==> config.mk <==
export PLATFORM = sky130hd
export DESIGN_NAME = lru_refill_controller
export DESIGN_NICKNAME = d
export VERILOG_FILES = /design/src/rtl/lru_refill_controller_pkg.sv /design/src/rtl/lru_refill_controller_rr_arbiter.sv /design/src/rtl/lru_refill_controller.sv
export SDC_FILE = /design/constraint.sdc
export NUM_CORES = 1
export LEC_CHECK = 0
export CORE_MARGIN = 2
export CORE_UTILIZATION = 32
export CTS_BUF_LIST = sky130_fd_sc_hd__clkbuf_2
export CTS_CLUSTER_DIAMETER = 100
export DETAILED_ROUTE_END_ITERATION = 10
export GPL_TIMING_DRIVEN = 0
export PLACE_DENSITY = 0.81
export SYNTH_ARGS = -nofsm -noshare
export SYNTH_HDL_FRONTEND = slang
export SYNTH_HIERARCHICAL = 1
export SYNTH_SLANG_ARGS = --single-unit
==> constraint.sdc <==
create_clock -name clk -period 1.5 [get_ports clk]
set_clock_uncertainty 0.05 [all_clocks]
set_input_delay 0.15 -clock clk [delete_from_list [all_inputs] [get_ports clk]]
set_output_delay 0.15 -clock clk [all_outputs]
set_load 0.03 [all_outputs]
==> src/rtl/lru_refill_controller_pkg.sv <==
`default_nettype none
// ============================================================================
// Module      : lru_refill_controller_pkg
// Description : Shared types for the LRU-driven cache line refill controller.
// Revision    : 1.0
// ============================================================================
package lru_refill_controller_pkg;

  typedef enum logic [2:0] {
    RS_IDLE     = 3'd0,
    RS_VICTIM   = 3'd1,
    RS_MEM_REQ  = 3'd2,
    RS_MEM_WAIT = 3'd3,
    RS_UPDATE   = 3'd4
  } refill_state_e;

  localparam int unsigned DEF_BEAT_NUM        = 4;
  localparam int unsigned DEF_LINE_ADDR_WIDTH = 26;

  typedef logic [$clog2(DEF_BEAT_NUM)-1:0]  beat_idx_t;
  typedef logic [DEF_LINE_ADDR_WIDTH-1:0]   line_addr_t;

  // Index width that never collapses to zero bits for single-entry vectors.
  function automatic int unsigned idx_width(input int unsigned n);
    return (n > 1) ? $clog2(n) : 1;
  endfunction

endpackage
`default_nettype wire

==> src/rtl/lru_refill_controller_rr_arbiter.sv <==
`default_nettype none
// ============================================================================
// Module      : refill_rr_arbiter
// Description : Round-robin pick: lowest requester >= pointer, else lowest.
// Revision    : 1.0
// ============================================================================
module refill_rr_arbiter #(
  parameter int unsigned REQ_NUM   = 2,
  parameter int unsigned PTR_WIDTH = 1
) (
  input  logic [REQ_NUM-1:0]   req_i,
  input  logic [PTR_WIDTH-1:0] ptr_i,
  output logic                 grant_valid_o,
  output logic [PTR_WIDTH-1:0] grant_idx_o
);

  logic [REQ_NUM-1:0] w_req_hi;

  // Requests at or above the pointer take priority over wrapped ones.
  genvar gi;
  generate
    for (gi = 0; gi < REQ_NUM; gi++) begin : g_mask
      assign w_req_hi[gi] = req_i[gi] && (PTR_WIDTH'(gi) >= ptr_i);
    end
  endgenerate

  always_comb begin
    grant_valid_o = |req_i;
    grant_idx_o   = '0;
    if (|w_req_hi) begin
      for (int i = REQ_NUM - 1; i >= 0; i--) begin
        if (w_req_hi[i]) grant_idx_o = PTR_WIDTH'(i);
      end
    end else begin
      for (int i = REQ_NUM - 1; i >= 0; i--) begin
        if (req_i[i]) grant_idx_o = PTR_WIDTH'(i);
      end
    end
  end

endmodule
`default_nettype wire

==> src/rtl/lru_refill_controller.sv <==
`default_nettype none
// ============================================================================
// Module      : lru_refill_controller
// Description : Arbitrates cache misses, picks the LRU victim and fills it.
// Revision    : 1.0
// ============================================================================
module lru_refill_controller
  import lru_refill_controller_pkg::*;
#(
  parameter int unsigned REQ_NUM         = 2,
  parameter int unsigned WAY_NUM         = 2,
  parameter int unsigned INDEX_BIT_WIDTH = 1,
  parameter int unsigned LINE_ADDR_WIDTH = 26,
  parameter int unsigned BEAT_NUM        = 4,
  parameter int unsigned DATA_WIDTH      = 32,
  localparam int unsigned REQ_W  = idx_width(REQ_NUM),
  localparam int unsigned WAY_W  = idx_width(WAY_NUM),
  localparam int unsigned BEAT_W = $clog2(BEAT_NUM)
) (
  input  logic                                          clk,
  input  logic                                          rst,
  input  logic [REQ_NUM-1:0]                            missReq,
  input  logic [REQ_NUM-1:0][INDEX_BIT_WIDTH-1:0]       missIndex,
  input  logic [REQ_NUM-1:0][LINE_ADDR_WIDTH-1:0]       missLineAddr,
  output logic [REQ_NUM-1:0]                            missDone,
  output logic                                          busy,
  output logic [INDEX_BIT_WIDTH-1:0]                    lruIndex,
  input  logic [WAY_W-1:0]                              lruVictimWay,
  output logic                                          lruAccess,
  output logic [WAY_W-1:0]                              lruAccessWay,
  output logic                                          memReqValid,
  input  logic                                          memReqReady,
  output logic [LINE_ADDR_WIDTH-1:0]                    memReqAddr,
  input  logic                                          memRspValid,
  input  logic [DATA_WIDTH-1:0]                         memRspData,
  output logic                                          fillWe,
  output logic [INDEX_BIT_WIDTH-1:0]                    fillIndex,
  output logic [WAY_W-1:0]                              fillWay,
  output logic [BEAT_W-1:0]                             fillBeat,
  output logic [DATA_WIDTH-1:0]                         fillData
);

  localparam logic [2:0] S_IDLE     = RS_IDLE;
  localparam logic [2:0] S_VICTIM   = RS_VICTIM;
  localparam logic [2:0] S_MEM_REQ  = RS_MEM_REQ;
  localparam logic [2:0] S_MEM_WAIT = RS_MEM_WAIT;
  localparam logic [2:0] S_UPDATE   = RS_UPDATE;

  logic [2:0]                 state_q,   state_d;
  logic [REQ_W-1:0]           rr_ptr_q,  rr_ptr_d;
  logic [REQ_W-1:0]           grantee_q, grantee_d;
  logic [INDEX_BIT_WIDTH-1:0] index_q,   index_d;
  logic [LINE_ADDR_WIDTH-1:0] addr_q,    addr_d;
  logic [WAY_W-1:0]           victim_q,  victim_d;
  logic [BEAT_W-1:0]          beat_q,    beat_d;

  logic                       w_grant_valid;
  logic [REQ_W-1:0]           w_grant_idx;
  logic                       w_fill_we;
  logic                       w_update;

  refill_rr_arbiter #(
    .REQ_NUM   (REQ_NUM),
    .PTR_WIDTH (REQ_W)
  ) u_rr_arbiter (
    .req_i         (missReq),
    .ptr_i         (rr_ptr_q),
    .grant_valid_o (w_grant_valid),
    .grant_idx_o   (w_grant_idx)
  );

  always_comb begin
    state_d   = state_q;
    rr_ptr_d  = rr_ptr_q;
    grantee_d = grantee_q;
    index_d   = index_q;
    addr_d    = addr_q;
    victim_d  = victim_q;
    beat_d    = beat_q;
    case (state_q)
      S_IDLE: begin
        if (w_grant_valid) begin
          state_d   = S_VICTIM;
          grantee_d = w_grant_idx;
          index_d   = missIndex[w_grant_idx];
          addr_d    = missLineAddr[w_grant_idx];
          rr_ptr_d  = (w_grant_idx == REQ_W'(REQ_NUM - 1)) ? '0 : w_grant_idx + 1'b1;
        end
      end
      S_VICTIM: begin
        victim_d = lruVictimWay;
        state_d  = S_MEM_REQ;
      end
      S_MEM_REQ: begin
        if (memReqReady) state_d = S_MEM_WAIT;
      end
      S_MEM_WAIT: begin
        // Counter wraps naturally on the last beat since BEAT_NUM is a power of two.
        if (memRspValid) begin
          beat_d = beat_q + 1'b1;
          if (beat_q == BEAT_W'(BEAT_NUM - 1)) state_d = S_UPDATE;
        end
      end
      S_UPDATE: begin
        state_d = S_IDLE;
      end
      default: begin
        state_d = S_IDLE;
      end
    endcase
  end

  always_ff @(posedge clk) begin
    if (rst) begin
      state_q   <= S_IDLE;
      rr_ptr_q  <= '0;
      grantee_q <= '0;
      index_q   <= '0;
      addr_q    <= '0;
      victim_q  <= '0;
      beat_q    <= '0;
    end else begin
      state_q   <= state_d;
      rr_ptr_q  <= rr_ptr_d;
      grantee_q <= grantee_d;
      index_q   <= index_d;
      addr_q    <= addr_d;
      victim_q  <= victim_d;
      beat_q    <= beat_d;
    end
  end

  // Outputs are forced low during reset so an abandoned refill leaks nothing.
  assign w_fill_we    = !rst && (state_q == S_MEM_WAIT) && memRspValid;
  assign w_update     = !rst && (state_q == S_UPDATE);

  assign busy         = !rst && (state_q != S_IDLE);
  assign lruIndex     = rst ? '0 : index_q;
  assign lruAccess    = w_update;
  assign lruAccessWay = rst ? '0 : victim_q;
  assign memReqValid  = !rst && (state_q == S_MEM_REQ);
  assign memReqAddr   = rst ? '0 : addr_q;
  assign fillWe       = w_fill_we;
  assign fillIndex    = rst ? '0 : index_q;
  assign fillWay      = rst ? '0 : victim_q;
  assign fillBeat     = rst ? '0 : beat_q;
  assign fillData     = w_fill_we ? memRspData : '0;

  always_comb begin
    missDone = '0;
    if (w_update) missDone[grantee_q] = 1'b1;
  end

endmodule
`default_nettype wire
==> results_slide.txt, run 1 <==
Physical Implementation Snapshot

Outcome
  • Status: complete, but fails checks
  • Failing checks: setup timing

Die
  • Die y size: 86.29 um
  • Std cell rows: 29
  • Core Box Area: 0.006459 sq mm
  • DIE WIDTH: 86.29 um
  • Pre-Place Util: 0.3355
  • IO Pins: 163
  • Total die area: 0.007446 sq mm

Timing
  • Max-slew violation count: 0
  • Slew headroom: 0.5360
  • Final setup margin: -344.5 ps
  • Setup_tns: -12580 ps
  • Fin. Hold Viols: 0
  • RSZ-0062 raised after global routing: yes
  • Worst-Margin Slew: 696.0 ps
  • Final setup vio count: 65
  • FMAX: 0.5421 GHz
  • Fin crit share: 1.230
  • Fin crit period: 1845 ps

Critical path
  • FF-to-FF setup slack: -130 ps
  • Critical Path End: fillData[30]
  • R2R depth: 7
  • Crit. Startpoint: state_q[1]$_SDFFE_PP0P_
  • CP arrival: 1640 ps
  • CP endpoint kind: output pin
  • Slowest CP cell: dfxtp_2
  • CP required: 1300 ps
  • Cell repeated most along the worst path: buf_6
  • CP cell instances: buf_6 -> nand4b_4 -> nor2_4 -> buf_12 -> clkbuf_8 -> and2_4 -> buf_6
  • Critical path startpoint category: flop
  • RR Startpoint: state_q[0]$_SDFFE_PP0P_
  • Worst-path fanout max: 7
  • CP Class: reg -> out
  • Max incr delay on CP: 370 ps

CTS
  • CTS tree: yes
  • Root buf cell: clkbuf_2
  • Setup repair bufs after CTS: 11
  • Worst-Skew Late Latency: 370 ps
  • Clk slew on worst S/H paths: 170 ps
  • H-tree depth: 2
  • Cts-stage hold buffer count: 0
  • CTS sink cnt: 35
  • Cts bufs inserted: 5
  • Post-CTS resize count: 394
  • Clk buf depth: 2

Cells and area
  • Multi-input logic area: 0.001478 sq mm
  • Area growth, synth to finish: 99.60%
  • Top Layout Cells: 91 x clkdlybuf4s50_1, 47 x buf_6, 31 x mux2i_1, 31 x dfxtp_1, 29 x nor2b_1
  • Post-route insts no fill: 502
  • Layout cells sized above 1: 0.4612
  • Nets: 518
  • Top cell excl fill/tap: clkdlybuf4s50_1
  • Tally of filler cells in the layout: 539
  • Antenna cells: 0
  • Register area: 710.7 sq um

Power and ir drop
  • Maximum VDD drop: 0.0005897 V
  • Leak: 1.875 nW

Synth
  • Post-Syn Nets: 329
  • Ys flops: 35
  • Cells in synth_stat.txt: 235
  • Post-synth EDFFs: 0
  • Post-Syn Instances: 235
  • Main flop type: dfxtp_1
  • Yosys Chip Area: 0.002167 sq mm
  • Synth cell types: 28
  • Async SR Flop Fraction: 0
  • Mapped Avg Cell Area: 9.222 sq um
  • Synth warn: 6
  • Seq/Total Area, Yosys: 0.3233

GRT
  • Total congestion overflow: 0
  • Antenna violations before repair: 0
  • Largest net degree at the start of global routing: 20
  • Global-route wire length before repair: 11.11 mm
  • Tot GR Track Use: 0.1886
  • Vias in the first global route: 2263

Place
  • GP Congestion: 0.7969
  • Post-DP HPWL: 5.204 mm
  • Port bufs: 162
  • Cells after DPL: 474

Job
  • Max Cap Viol: 0
  • Tool warnings: 29

Detailed routing
  • Antenna Nets Post-Route: 0
  • Iteration-0 DRC Markers: 51
  • Vias per inst: 4.673
  • Routed WL per cell: 14.71 um
  • DRC violations left: 0

Worst hold path
  • Min-Delay Path Class: in -> reg
-- run 1: routing by layer --
| metal | GRT usage | vias up | part of all wire |
|---|---|---|---|
| met5 | 0 | - | 0 |
| met4 | 0.04830 | 0 | 0.0085 |
| met3 | 0.04286 | 7 | 0.061 |
| met2 | 0.3432 | 84 | 0.52 |
| met1 | 0.2235 | 1081 | 0.41 |
| li1 | - | 1174 | - |
-- run 1: cell families (layout without fill, tap and decap cells) --
logic type / count (synthesis) / after routing / share of synthesized area
AND-OR/OR-AND: 32 / 32 / 0.1570
adder cells (fa/ha/maj): 1 / 1 / 0.005773
XOR/XNOR: 1 / 1 / 0.004042
buffers and inverters: 25 / 215 / 0.07217
AND/OR/NAND/NOR: 110 / 110 / 0.2945
multiplexers: 31 / 31 / 0.1432
flip-flops: 35 / 35 / 0.3233
-- run 1: power by group --
group	switching [W]	internal, W
logic	0.000669	0.000777
clock network	0.000311	0.000112
registers	0.0000697	0.00106
-- run 1: metrics by stage --
stage                     power [W]  worst slack [ps]  utilization  cell area [sq um]  hold WS (ps)
after floorplan            0.001859            -194.9            -               2218         239.4
after global placement     0.002342            -942.0       0.6095               3936         423.8
after detailed placement   0.002365            -937.3       0.6095               3936         431.7
after CTS                  0.002885            -434.8       0.6559               4237         228.9
after global routing       0.003172            -462.1       0.6697               4325         294.7
final                      0.002994            -344.5       0.6697               4325         327.9
-- run 1: flip-flops by register name, summed over array words and instances, names as in the netlist --
signal / cells
addr_q: 26
state_q: 3
beat_q: 2
grantee_q: 1
index_q: 1
rr_ptr_q: 1
victim_q: 1
-- run 1: worst min-delay path by stage --
stage,from,end,slack (ps),cells after the start
after global routing,rst,state_q[0]$_SDFFE_PP0P_,290,3
after floorplan,memRspValid,state_q[1]$_SDFFE_PP0P_,240,1
after CTS,rst,state_q[2]$_SDFFE_PP0P_,230,3
after global placement,victim_q$_SDFFE_PP0P_,victim_q$_SDFFE_PP0P_,420,2
final,rst,state_q[0]$_SDFFE_PP0P_,330,3
after detailed placement,victim_q$_SDFFE_PP0P_,victim_q$_SDFFE_PP0P_,430,2
-- run 1: critical path: cells and delay by family, from the launching register on --
family	cells	cell delay [ps]
flops	1	370
buf+inv	4	530
simple gates	3	360
-- run 1: cell usage after synthesis (2+ instances only) --
| library cell | count | share of area |
|---|---|---|
| nor2b_1 | 32 | 0.092 |
| nor2_1 | 34 | 0.059 |
| nand2_1 | 2 | 0.0035 |
| mux2i_1 | 31 | 0.14 |
| buf_2 | 4 | 0.0092 |
| a211oi_2 | 20 | 0.12 |
| inv_1 | 2 | 0.0035 |
| and2_1 | 34 | 0.098 |
| a211oi_1 | 8 | 0.028 |
| dfxtp_1 | 35 | 0.32 |
| buf_4 | 7 | 0.024 |
| nor4b_1 | 2 | 0.0081 |
| buf_6 | 4 | 0.021 |
| clkbuf_1 | 6 | 0.010 |
-- run 1: final cells by class --
class / instances / area share
Timing Repair Buffer: 185 / 0.4131
Multi-Input combinational cell: 175 / 0.3416
Sequential cell: 35 / 0.1643
Buffer: 20 / 0.04831
Tap cell: 77 / 0.02227
Clock buffer: 6 / 0.006942
Clock inverter: 2 / 0.001736
Inverter: 2 / 0.001736
### Signal wires on met1, run 1

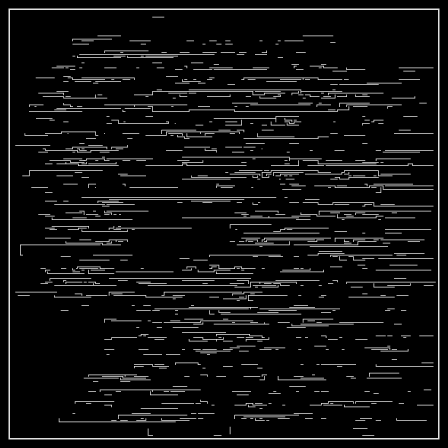
share of all routed wire = 41%
nets with wire on the layer = 450
main direction = horizontal
wire length on this layer = 3040 um
longest straight run = 39.1 um
DRT Wirelength: 7.386 mm
routed via count: 2346
met1 Use GR: 0.2235

### M2 wires, run 1

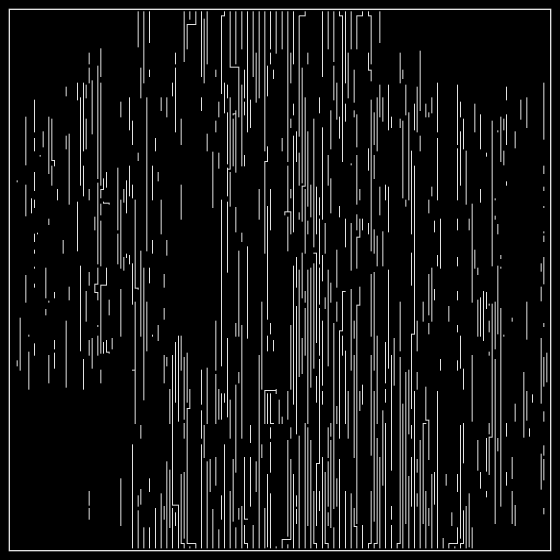
nets with wire on the layer = 443
longest straight run = 34.9 um
met2 usage: 0.3432

### Metal 3, run 1

Bar = 20 um.
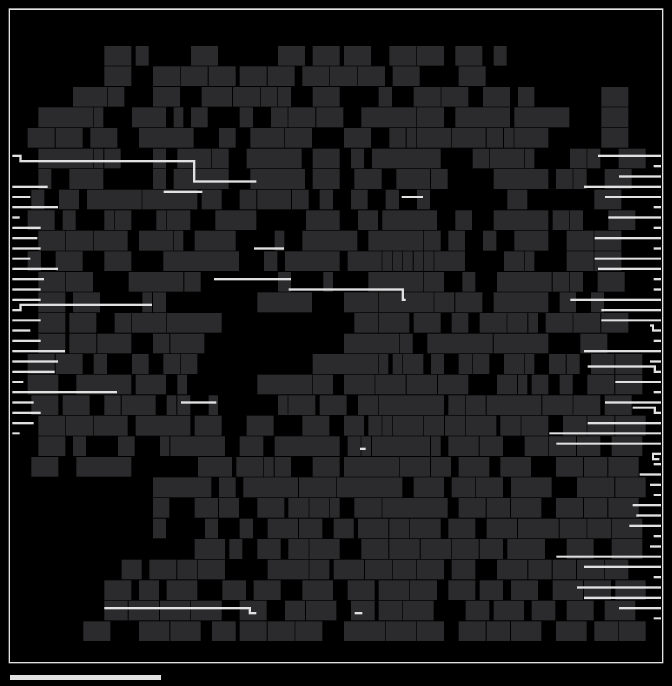
longest straight run = 23.0 um
wire length on this layer = 452 um
nets with wire on the layer = 75
GR Layer Usage met3: 0.04286

### Routing congestion, run 1

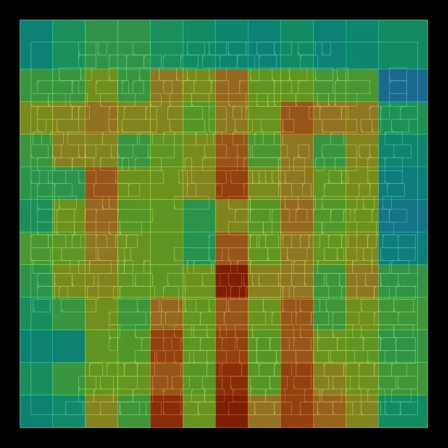

==> run 1 -> run 2 <==
- ABC_AREA: default -> 0
- CORE_MARGIN: 2 -> default
### Routing congestion, run 2

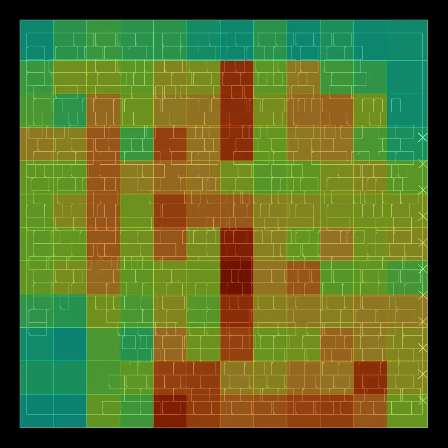
met1 Use GR: 0.2372
Routed WL per cell: 15.09 um
met2 usage: 0.4016

==> results_slide.txt, run 2 <==
Physical Implementation Snapshot

Outcome
  • Status: complete, but fails checks
  • Failing checks: DRC, setup timing

Die
  • Die y size: 84.29 um (-2.3%)
  • DIE WIDTH: 84.29 um (-2.3%)
  • Pre-Place Util: 0.3355 (unchanged)
  • Total die area: 0.007105 sq mm (-4.6%)
  • Std cell rows: 29 (unchanged)

Power and ir drop
  • Sw Share: 0.3524 (+0.001843)
  • Maximum VDD drop: 0.0005537 V (-6.1%)
  • Comb pwr share: 0.498 (+0.015)
  • Flop pwr share: 0.359 (-0.017)
  • Internal power: 0.002039 W (+4.8%)
  • Leak: 1.972 nW (+5.2%)
  • Clock power share: 0.144 (+0.003)
  • Net switching power: 0.001109 W (+5.7%)

Detailed routing
  • DRC violations left: 23 (+23)
  • Antenna Nets Post-Route: 0 (unchanged)
  • Iteration-0 DRC Markers: 87 (+71%)
  • Vias per inst: 4.720 (+1.0%)
  • Routed via count: 2426 (+3.4%)
  • DRT Wirelength: 7.756 mm (+5.0%)

Worst hold path
  • Worst hold stages: 3 (unchanged)
  • Min-Delay Endpoint: state_q[0]$_SDFFE_PP0P_

Timing
  • Slew headroom: 0.5225 (-0.01349)
  • Final setup margin: -362.5 ps (-17.94 ps)
  • FMAX: 0.5369 GHz (-0.96%)
  • Fin. Hold Viols: 0 (unchanged)
  • Fin crit share: 1.242 (+0.01196)
  • Final setup vio count: 67 (+3.1%)
  • Setup_tns: -15630 ps (-3052 ps)

GRT
  • Vias in the first global route: 2483 (+9.7%)
  • Largest net degree at the start of global routing: 20 (unchanged)
  • Global-route wire length before repair: 12.00 mm (+8.0%)
  • Tot GR Track Use: 0.2147 (+0.02611)
  • Antenna violations before repair: 0 (unchanged)

Synth
  • Cells in synth_stat.txt: 235 (unchanged)
  • Post-Syn Nets: 329 (unchanged)
  • MUX share of area: 0.1432 (unchanged)
  • Yosys adder share: 0.005774 (unchanged)
  • Mapped Avg Cell Area: 9.222 sq um (unchanged)
  • Top-count cell post-synth: dfxtp_1
  • Area fraction in and, or, nand and nor cells: 0.2945 (unchanged)
  • Seq/Total Area, Yosys: 0.3233 (unchanged)
  • Yosys Chip Area: 0.002167 sq mm (unchanged)
  • Area leader share: 0.3233 (unchanged)
  • Main area contributors: dfxtp_1 32%, mux2i_1 14%, a211oi_2 12%
  • Post-Syn Instances: 235 (unchanged)
  • Ys flops: 35 (unchanged)
  • Synth warn: 6 (unchanged)
  • Synth area leader: dfxtp_1
  • Synth cell types: 28 (unchanged)
  • Top non-seq family: simple AND/OR/NAND/NOR gates
  • Main flop type: dfxtp_1
  • Commonest cells post-synth: 35 x dfxtp_1, 34 x and2_1, 34 x nor2_1

Cells and area
  • Register with the most flip-flops: addr_q
  • Antenna cells: 0 (unchanged)
  • Top Layout Cells: 91 x clkdlybuf4s50_1, 57 x buf_6, 32 x and2_4
  • Final core occ: 0.7052 (+0.03545)
  • Top cell excl fill/tap: clkdlybuf4s50_1
  • Nets: 530 (+2.3%)
  • Largest registers: addr_q x26, state_q x3, beat_q x2
  • Area growth, synth to finish: 110.2%
  • Tally of filler cells in the layout: 520 (-3.5%)
  • Max reg flops: 26 (unchanged)
  • Layout cells sized above 1: 0.4920 (+0.03081)

CTS
  • CTS sink cnt: 35 (unchanged)
  • CTS tree: yes
  • Root buf cell: clkbuf_2
  • H-tree depth: 2 (unchanged)
  • Cts bufs inserted: 5 (unchanged)
  • Cts-stage hold buffer count: 0 (unchanged)
  • Worst-Skew Late Latency: 390 ps (+20 ps)

Critical path
  • Critical path startpoint category: flop
  • FF-to-FF setup slack: -200 ps (-70 ps)
  • R2R depth: 8 (+1)
  • Worst-path fanout max: 5 (-2)
  • CP endpoint kind: output pin
  • CP arrival: 1660 ps (+20 ps)

Place
  • Port bufs: 162 (unchanged)
  • Post-DP HPWL: 5.299 mm (+1.8%)

Job
  • Tool warnings: 29 (unchanged)
  • Max Cap Viol: 0 (unchanged)
-- run 2: logic make-up (layout without fill, tap and decap cells) --
group	after synthesis	in the layout
buffers and inverters	25	227
DFF	35	35
muxes	31	31
xor gates and xnor gates	1	1
and+or+nand+nor	110	110
adders and majority gates	1	1
AOI/OAI and AO/OA	32	32
-- run 2: worst max path at each step --
stage                             from  cells past startpoint              to  slack, ps
2_1_floorplan  state_q[2]$_SDFFE_PP0P_                      2     missDone[0]       -190
3_3_place_gp                       rst                      5  memReqAddr[19]       -880
3_5_place_dp               memRspValid                      6    fillData[30]       -940
4_1_cts        state_q[0]$_SDFFE_PP0P_                      7    fillData[30]       -360
5_1_grt        state_q[1]$_SDFFE_PP0P_                      7     fillData[2]       -450
6_report       state_q[1]$_SDFFE_PP0P_                      7     fillData[2]       -360
-- run 2: timing repair --
item / CTS / global route
setup endpoints to repair: 80 / 99
resized: 416 / 99
buffers inserted: 19 / 14
cloned: 6 / 2
endpoints found under the hold margin: 0 / 0
pin swaps: 39 / 27
-- run 2: layer usage --
metal	global-route usage	routed length, um
met1	0.2372	3034
met2	0.4016	4121
met5	0	0
met4	0.05956	108
met3	0.05900	491
-- run 2: cell type report --
type	count	area, sq um	share of cell area
timing repair buffer	198	1973	0.4332
clock buffer	7	35.03	0.007692
buffer	19	190.2	0.04176
tap	77	96.34	0.02115
multi-input combinational	175	1535	0.3371
sequential	35	711.9	0.1563
clock inverter	1	5.005	0.001099
inverter	2	7.507	0.001648
-- run 2: metrics by stage --
stage	area, sq um	hold slack (ps)	total power (W)	cells	worst slack [ps]
2_1_floorplan	2218	239.4	0.001859	235	-194.9
3_3_place_gp	3936	421.0	0.002346	474	-877.0
3_5_place_dp	3936	426.3	0.002370	474	-938.3
4_1_cts	4432	293.8	0.003029	505	-356.6
5_1_grt	4554	296.7	0.003321	514	-448.8
6_report	4554	300.3	0.003148	514	-362.5
-- run 2: power by group through the flow --
stage          Combinational (W)  Clock (W)  Sequential [W]
2_1_floorplan           0.000743          0         0.00112
3_3_place_gp             0.00122          0         0.00112
3_5_place_dp             0.00124          0         0.00113
4_1_cts                  0.00147   0.000453         0.00111
5_1_grt                  0.00167   0.000506         0.00115
6_report                 0.00157   0.000453         0.00113
-- run 2: worst max-delay path: stages, from the launching register on --
cell and delay, ps:
dfxtp_2 380, buf_6 120, nand4b_4 110, nor2_4 130, buf_6 160, buf_8 120
and2_4 140, buf_6 120
==> run 2 -> run 3 <==
- RECOVER_POWER: default -> 50
### Signal wires on met1, run 3

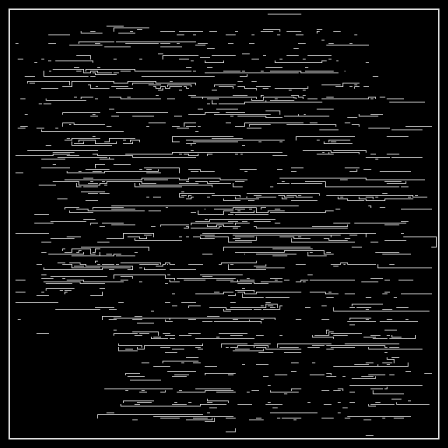
longest straight run = 36.8 um
wire length on this layer = 3040 um
share of all routed wire = 39%
routed via count: 2426
DRT Wirelength: 7.756 mm

==> results_slide.txt, run 3 <==
Physical Implementation Snapshot

Place
  • Cells after DPL: 474 (unchanged)
  • Port bufs: 162 (unchanged)
  • Post-DP Area: 0.003936 sq mm (unchanged)
  • Post-DP HPWL: 5.299 mm (unchanged)

Critical path
  • Buf/Inv on CP: 4 (unchanged)
  • Cell repeated most along the worst path: buf_6
  • CP cell instances: buf_6 -> nand4b_4 -> nor2_4 -> buf_6 -> buf_8 -> and2_4 -> buf_6
  • R2R depth: 8 (unchanged)
  • CP endpoint kind: output pin
  • CP arrival: 1660 ps (about the same)
  • Crit. Startpoint: state_q[1]$_SDFFE_PP0P_
  • WP depth: 7 (unchanged)
  • FF-to-FF setup slack: -200 ps (about the same)
  • Worst-path fanout max: 5 (unchanged)
  • Slowest CP cell: dfxtp_2
  • Delay-heaviest family, CP: buffers and inverters

Cells and area
  • Top cell excl fill/tap: clkdlybuf4s50_1
  • Multi-input logic area: 0.001535 sq mm (unchanged)
  • Layout cells sized above 1: 0.4920 (unchanged)
  • Largest registers: addr_q x26, state_q x3, beat_q x2
  • Tally of filler cells in the layout: 520 (unchanged)
  • Top Layout Cells: 91 x clkdlybuf4s50_1, 57 x buf_6, 32 x and2_4
  • Antenna cells: 0 (unchanged)
  • Max reg flops: 26 (unchanged)
  • Register with the most flip-flops: addr_q
  • Final Cell Area: 0.004554 sq mm (unchanged)
  • Nets: 530 (unchanged)
  • Post-route insts no fill: 514 (unchanged)
  • Register area: 711.9 sq um (unchanged)

Synth
  • Main area contributors: dfxtp_1 32%, mux2i_1 14%, a211oi_2 12%
  • Seq/Total Area, Yosys: 0.3233 (unchanged)
  • Synth cell types: 28 (unchanged)
  • Top-count cell post-synth: dfxtp_1
  • Synth area leader: dfxtp_1
  • Main flop type: dfxtp_1
  • Yosys Chip Area: 0.002167 sq mm (unchanged)
  • Area leader share: 0.3233 (unchanged)
  • Ys flops: 35 (unchanged)
  • Synth warn: 6 (unchanged)
  • Commonest cells post-synth: 35 x dfxtp_1, 34 x and2_1, 34 x nor2_1
  • Mapped Avg Cell Area: 9.222 sq um (unchanged)
  • Cells in synth_stat.txt: 235 (unchanged)
  • Post-Syn Nets: 329 (unchanged)
  • Post-Syn Instances: 235 (unchanged)

Die
  • Die y size: 84.29 um (unchanged)
  • Total die area: 0.007105 sq mm (unchanged)
  • Pre-Place Util: 0.3355 (unchanged)
  • DIE WIDTH: 84.29 um (unchanged)
  • Std cell rows: 29 (unchanged)

GRT
  • Antenna violations before repair: 0 (unchanged)
  • Tot GR Track Use: 0.2147 (unchanged)
  • Vias in the first global route: 2483 (unchanged)
  • Global-route wire length before repair: 12.00 mm (unchanged)
  • Largest net degree at the start of global routing: 20 (unchanged)

Timing
  • Final setup vio count: 67 (unchanged)
  • FMAX: 0.5369 GHz (unchanged)
  • Fin. Hold Viols: 0 (unchanged)
  • Final setup margin: -362.5 ps (unchanged)
  • Fin crit share: 1.242 (unchanged)
  • Slew headroom: 0.5225 (unchanged)

CTS
  • H-tree depth: 2 (unchanged)
  • Cts-stage hold buffer count: 0 (unchanged)
  • CTS tree: yes
  • Worst-Skew Late Latency: 390 ps (about the same)
  • Cts bufs inserted: 5 (unchanged)
  • Root buf cell: clkbuf_2

Outcome
  • Status: complete, but fails checks
  • Failing checks: DRC, setup timing

Power and ir drop
  • Maximum VDD drop: 0.0005537 V (unchanged)
  • Leak: 1.972 nW (unchanged)

Job
  • Tool warnings: 29 (unchanged)
  • Max Cap Viol: 0 (unchanged)

Detailed routing
  • Routed WL per cell: 15.09 um (unchanged)
  • Vias per inst: 4.720 (unchanged)
  • DRC violations left: 23 (unchanged)
-- run 3: logic make-up (layout without fill, tap and decap cells) --
group | after synthesis | in the layout | synth area share
adder cells (fa/ha/maj) | 1 | 1 | 0.005773
multiplexers | 31 | 31 | 0.1432
AND/OR/NAND/NOR | 110 | 110 | 0.2945
XOR/XNOR | 1 | 1 | 0.004042
flip-flops | 35 | 35 | 0.3233
AND-OR/OR-AND | 32 | 32 | 0.1570
buffers and inverters | 25 | 227 | 0.07217
-- run 3: layout make-up --
type / instances / share of cell area
buffer: 19 / 0.04176
clock buffer: 7 / 0.007692
clock inverter: 1 / 0.001099
inverter: 2 / 0.001648
multi-input combinational: 175 / 0.3371
sequential: 35 / 0.1563
tap: 77 / 0.02115
timing repair buffer: 198 / 0.4332
-- run 3: routing by layer --
layer / part of all wire / vias to the layer above / global-route usage
met5: 0 / - / 0
met4: 0.014 / 0 / 0.05956
met3: 0.063 / 10 / 0.05900
met2: 0.53 / 89 / 0.4016
met1: 0.39 / 1129 / 0.2372
li1: - / 1198 / -
-- run 3: timing repair --
item,CTS,global route
setup endpoints to repair,80,99
pin swaps,39,27
gates cloned,6,2
buffers inserted,19,14
resized,416,99
-- run 3: report_power, final --
group | total [W] | switching [W] | internal (W)
clock network | 0.000453 | 0.000325 | 0.000127
logic | 0.00157 | 0.000712 | 0.000855
registers | 0.00113 | 0.0000719 | 0.00106
-- run 3: per-stage QoR --
stage,hold WS (ps),power [W],setup slack (ps),TNS (ps)
finish,300.3,0.003148,-362.5,-15630
global route,296.7,0.003321,-448.8,-19960
CTS,293.8,0.003029,-356.6,-13560
detailed placement,426.3,0.002370,-938.3,-64030
global placement,421.0,0.002346,-877.0,-62370
floorplan,239.4,0.001859,-194.9,-353.9
-- run 3: worst min-delay path by stage --
stage | cells after the start | endpoint | slack, ps
floorplan | 1 | state_q[1]$_SDFFE_PP0P_ | 240
global placement | 2 | victim_q$_SDFFE_PP0P_ | 420
detailed placement | 2 | victim_q$_SDFFE_PP0P_ | 430
CTS | 3 | state_q[0]$_SDFFE_PP0P_ | 290
global route | 3 | state_q[0]$_SDFFE_PP0P_ | 300
finish | 3 | state_q[0]$_SDFFE_PP0P_ | 300
-- run 3: worst min-delay path: cells and delay by family --
| family | cells | cell delay [ps] |
|---|---|---|
| buffers and inverters | 2 | 500 |
| AND-OR/OR-AND | 1 | 80 |

==> notes/layouts.md <==
Pictures saved along the way, in no particular order.

Sequential cells grouped by signal name.
Bar = 20 um. Other sequential cells in the stronger grey, the rest of the logic in the fainter grey.
panel A
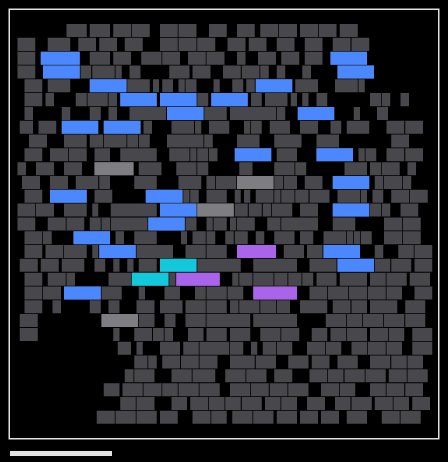
panel B
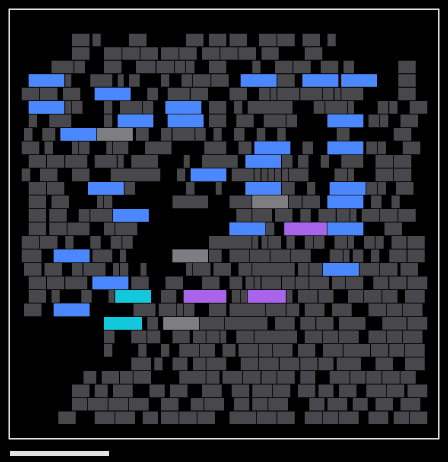
- run 2 = panel A
- run 1 = panel B

Key to panel B:
cyan -> `beat_q`  # placed flops 2
blue -> `addr_q`  # placed flops 26
purple -> `state_q`  # placed flops 3
not coloured = 4

Power figures rest on the tool's default switching activity, not on a simulated workload.
